### src/rtl/mem_loader.sv
// Byte-stream loader: assembles little-endian bytes into DATA_W-bit words and
// writes them to addresses 0..WORDS-1, holding busy high while a session runs.
module mem_loader #(
  parameter int DATA_W = 40,
  parameter int WORDS  = 12,
  parameter int ADDR_W = 4
) (
  input  logic              clk,
  input  logic              rst,
  input  logic              start,
  input  logic              abort,
  input  logic [7:0]        byte_in,
  input  logic              byte_valid,
  output logic              byte_ready,
  output logic              mem_we,
  output logic [ADDR_W-1:0] mem_addr,
  output logic [DATA_W-1:0] mem_wdata,
  output logic              busy,
  output logic              done
);

  // state   | meaning
  // IDLE    | waiting for start, no bytes accepted
  // COLLECT | accepting bytes of the current word
  // WRITE   | one-cycle memory write of the assembled word
  // DONE    | one-cycle completion pulse after the last word

  localparam int BYTES = DATA_W / 8;
  localparam int IDX_W = (BYTES > 1) ? $clog2(BYTES) : 1;
  localparam logic [IDX_W-1:0]  LAST_IDX  = IDX_W'(BYTES - 1);
  localparam logic [ADDR_W-1:0] LAST_ADDR = ADDR_W'(WORDS - 1);

  typedef enum logic [1:0] {
    IDLE    = 2'd0,
    COLLECT = 2'd1,
    WRITE   = 2'd2,
    DONE    = 2'd3
  } state_t;

  state_t state, state_nxt;

  logic [IDX_W-1:0]  byte_idx;
  logic [ADDR_W-1:0] addr;
  logic [DATA_W-1:0] word_buf;
  logic              accept;

  // abort wins over a byte offered in the same cycle
  assign accept = (state == COLLECT) && byte_valid && !abort;

  always_ff @(posedge clk or posedge rst) begin
    if (rst) state <= IDLE;
    else     state <= state_nxt;
  end

  always_comb begin
    state_nxt  = state;
    byte_ready = 1'b0;
    mem_we     = 1'b0;
    busy       = 1'b1;
    done       = 1'b0;
    case (state)
      IDLE: begin
        busy = 1'b0;
        if (start) state_nxt = COLLECT;
      end
      COLLECT: begin
        byte_ready = 1'b1;
        if (abort)                                state_nxt = IDLE;
        else if (accept && byte_idx == LAST_IDX)  state_nxt = WRITE;
      end
      WRITE: begin
        mem_we = 1'b1;
        if (abort)                  state_nxt = IDLE;
        else if (addr == LAST_ADDR) state_nxt = DONE;
        else                        state_nxt = COLLECT;
      end
      DONE: begin
        done      = 1'b1;
        state_nxt = IDLE;
      end
      default: begin
        busy      = 1'b0;
        state_nxt = IDLE;
      end
    endcase
  end

  // Assembly buffer is cleared only at session start: every byte lane is
  // rewritten before each WRITE, so stale lanes never reach memory.
  always_ff @(posedge clk or posedge rst) begin
    if (rst) begin
      addr     <= '0;
      byte_idx <= '0;
      word_buf <= '0;
    end else begin
      case (state)
        IDLE: begin
          if (start) begin
            addr     <= '0;
            byte_idx <= '0;
            word_buf <= '0;
          end
        end
        COLLECT: begin
          if (abort) begin
            addr     <= '0;
            byte_idx <= '0;
          end else if (accept) begin
            word_buf[{byte_idx, 3'b000} +: 8] <= byte_in;
            byte_idx <= byte_idx + 1'b1;
          end
        end
        WRITE: begin
          byte_idx <= '0;
          if (abort)                   addr <= '0;
          else if (addr != LAST_ADDR)  addr <= addr + 1'b1;
        end
        DONE: begin
          addr     <= '0;
          byte_idx <= '0;
        end
        default: begin
          addr     <= '0;
          byte_idx <= '0;
        end
      endcase
    end
  end

  assign mem_addr  = addr;
  assign mem_wdata = word_buf;

endmodule
### config.mk
export PLATFORM = sky130hd
export DESIGN_NAME = mem_loader
export DESIGN_NICKNAME = d
export VERILOG_FILES = /design/src/rtl/mem_loader.sv
export SDC_FILE = /design/constraint.sdc
export NUM_CORES = 1
export LEC_CHECK = 0
export CAP_MARGIN = 20
export CORE_MARGIN = 5
export CORE_UTILIZATION = 43
export CTS_CLUSTER_DIAMETER = 40
export DETAILED_ROUTE_END_ITERATION = 10
export GPL_TIMING_DRIVEN = 0
export PLACE_DENSITY = 0.87
export SLEW_MARGIN = 20
export SYNTH_ARGS = -nofsm -noshare
export SYNTH_HDL_FRONTEND = slang
export SYNTH_SLANG_ARGS = --single-unit
### constraint.sdc
create_clock -name clk -period 2.06 [get_ports clk]
set_input_delay 0.412 -clock clk [delete_from_list [all_inputs] [get_ports clk]]
set_output_delay 0.412 -clock clk [all_outputs]
set_load 0.01 [all_outputs]
Fig. 1: clock wires, drivers and flops
Scale: 6 px per µm.
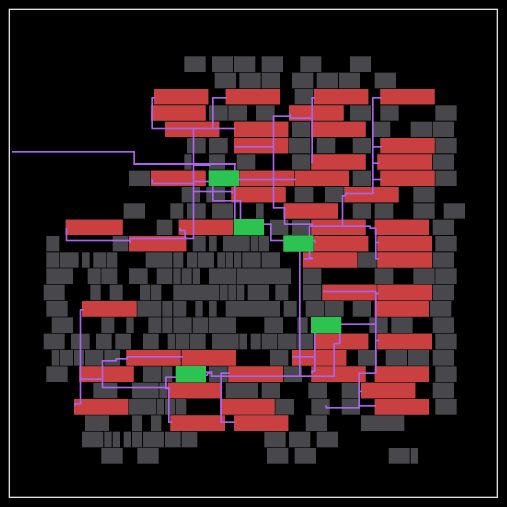
[purple] clock wires | length: 495 µm
[red] flip-flops | count: 49
[green] cells driving clock nets | count: 5
routed clock nets	6
setup skew after layout: 0.00707 ns
latest clock arrival within the worst-skew pair: 0.30 ns
clock network power: 580 µW
Clk network pwr share: 20.7%

==> out/metrics.csv <==
stage;metric;value;unit
outcome;result_of_the_run;finished clean;
die;die_width;81.1;µm
synthesis;cell_type_count;36;
flow_run;max-cap-violations;0;
clock_tree;cts-root-to-sink-buffers;2;
synthesis;netlist_top_cells_area;dfrtp_1 56%, a22o_1 16%, ha_1 4.6%;
detailed_routing;drtIter0Drc;82;
finish;syn_to_final_growth;41.0;%
synthesis;syn_area_per_cell;12.0;µm²
worst_setup_path;worst-endpoint-required;1.65;ns
grt;antenna_found_initial;0;
die;fp.dieH;81.1;µm
grt;global_routing_met2_resource_utilization;25.0;%
grt;largest_net_degree_at_the_start_of_global_routing;35;
synthesis;register_share_after_synthesis;56.4;%
synthesis;yosys_cells;181;
clock_tree;number_of_levels_in_the_clock_h_tree;2;
worst_setup_path;worstSetupStartpoint;state[0];
worst_setup_path;worstPathBufferInverterCount;2;
clock_tree;tritoncts.num_buffers;5;
worst_setup_path;cp_slowest_stage_delay;0.53;ns
synthesis;synth_flops;49;
synthesis;post-synth-top-area-cell;dfrtp_1;
synthesis;post_synth_inst_count;181;
detailed_routing;post_drt_wl_per_cell;16.2;µm
power;sequential_group_share_of_total_power;39.8;%
synthesis;most_used_flip_flop_cell_after_synthesis;dfrtp_1;
grt;grt_pass1_wl;8070;µm
power;power.switching_fraction;36.1;%
worst_setup_path;endpoint_type_of_the_worst_setup_path;output pin;
synthesis;yosysChipArea;2170;µm²
grt;grtUsageTotal;16.1;%
final_timing;hold_viol_final;0;
synthesis;edf_count;0;
placed_design;portBuffers;60;
final_timing;setup_total_negative_slack;0;ns
finish;final_area;3060;µm²
detailed_routing;total_iterations_of_the_first_detailed_routing_run;4;
detailed_routing;remaining_drc_errors;0;
hold_path;worst_min_delay_path_class;input pin to asynchronous set/reset pin;
finish;fin_util;63.6;%
worst_setup_path;largest_delay_contributor_family_on_the_critical_path;buffers and inverters;
final_timing;timing_max_transition_violations_final;0;
grt;vias_in_the_first_global_route;1662;
synthesis;syn_area;2170;µm²
worst_setup_path;slowest_stage;clkdlybuf4s50_1;
synthesis;synth-async-reset-ratio;100;%
die;io-pin-count;61;
final_timing;worstMarginPinSlew;0.553;ns
grt;met1_track_demand_over_resource;21.9;%
flow_run;number_of_warnings_in_the_stage_logs;31;
worst_setup_path;critical_path_arrival;1.57;ns
synthesis;yosys_top_cell_by_instances;dfrtp_1;
placed_design;detailed_place_hpwl;3850;µm
die;die_area;6580;µm²
power;netSwitchingPower;1010;µW
grt;overflow;0;
worst_setup_path;r2r_setup_slack;0.10;ns
clock_tree;clk_root_buffer_cell;clkbuf_8;
final_timing;fmax;504;MHz
worst_setup_path;critical_path.max_fanout;10;
clock_tree;clk_pin_slew_worst_paths;0.09;ns
worst_setup_path;ordered_cell_list_for_the_critical_path;buf_4 > and2_1 > clkdlybuf4s50_1;
die;coreArea;4820;µm²
power;power.density_cell_area;913;nW/µm²
detailed_routing;vias_per_cell;5.38;
Fig. 2: M3 wires
Scale: 4 px per µm.
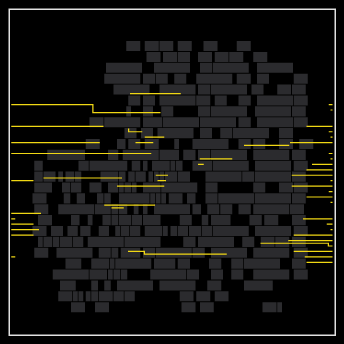
wire length on this layer	397 µm
share of all routed wire	7.6%
longest straight run	34.7 µm
via count: 1731
detailed-route wire length: 5210 µm
met3 global-route usage: 5.21%

-- power groups by stage --
stage	Sequential (µW)	Combinational (µW)	Clock, µW
6_report	1110	1110	580
5_1_grt	1130	1200	633
4_1_cts	1110	1010	586
3_5_place_dp	1130	977	0
3_3_place_gp	1130	944	0
2_1_floorplan	1140	594	0
-- layer usage --
metal  part of all wire (%)  vias up
li1                       -      817
met1                     44      848
met2                     48       64
met3                    7.6        2
met4                   0.42        0
met5                      0        -
-- worst paths after layout --
path | depth (start not counted) | to
hold / removal | 2 | byte_idx[0]
hold reg to reg | 1 | mem_wdata[33]
min in group clk | 1 | mem_wdata[33]
max in group asynchronous | 3 | mem_wdata[38]
setup reg to reg | 7 | mem_wdata[37]
setup / recovery | 3 | done
-- stage by stage --
stage	instances	hold slack, ns	total power [µW]	worst slack (ns)
3_5_place_dp	309	0.493	2110	-0.259
2_1_floorplan	181	0.533	1730	0.102
5_1_grt	322	0.426	2960	-0.0445
3_3_place_gp	308	0.488	2070	-0.350
4_1_cts	318	0.399	2710	0.00798
6_report	322	0.386	2800	0.0767
-- sequential cells by signal, indices dropped and copies added, names as in the netlist --
signal     flops
byte_idx       3
state          2
mem_addr       4
mem_wdata     40
-- worst reg2reg max path, cell delays in order, from the launching register on --
cell and delay [ns]:
dfrtp_2 0.43, inv_1 0.10, ha_1 0.35, nor2_1 0.15, nor4bb_4 0.34, nor2b_1 0.18, clkbuf_4 0.21, a22o_1 0.14
-- cell families (layout without fill, tap and decap cells) --
kind of cell / count (synthesis) / in the layout / synth area share, %
AOI/OAI and AO/OA: 59 / 59 / 21.8
DFF: 49 / 49 / 56.4
and+or+nand+nor: 47 / 47 / 12.9
buffers and inverters: 15 / 89 / 2.88
adders and majority gates: 8 / 8 / 4.61
muxes: 2 / 2 / 1.04
xor gates and xnor gates: 1 / 1 / 0.403
-- cell usage in the layout, fill, tap and decap left out, drive strengths merged, types with 2 or more instances in the layout --
cell,instances
clkdlybuf4s50,58
dfrtp,49
a22o,40
o21ai,13
nor2,11
inv,10
nand2,9
buf,9
clkbuf,9
ha,8
nor2b,4
nor3,4
nand2b,3
a211oi,2
and2,2
and2b,2
mux2,2
nor3b,2
-- what timing repair did --
| action | in CTS | in global routing |
|---|---|---|
| endpoints found under the setup margin | 43 | 43 |
| resized | 8 | 11 |
| buffers inserted | 1 | 4 |
| pin swaps | 1 | 0 |
| hold buffers | 0 | 0 |
-- layout make-up --
class | instances | area [µm²]
fill | 402 | 1750
sequential | 49 | 1230
multi-input combinational | 117 | 926
timing repair buffer | 66 | 659
tap | 67 | 83.8
clock buffer | 5 | 68.8
buffer | 7 | 42.5
inverter | 8 | 30.0
clock inverter | 3 | 25.0
No activity file was given, so power comes from the tool's default toggle rates.
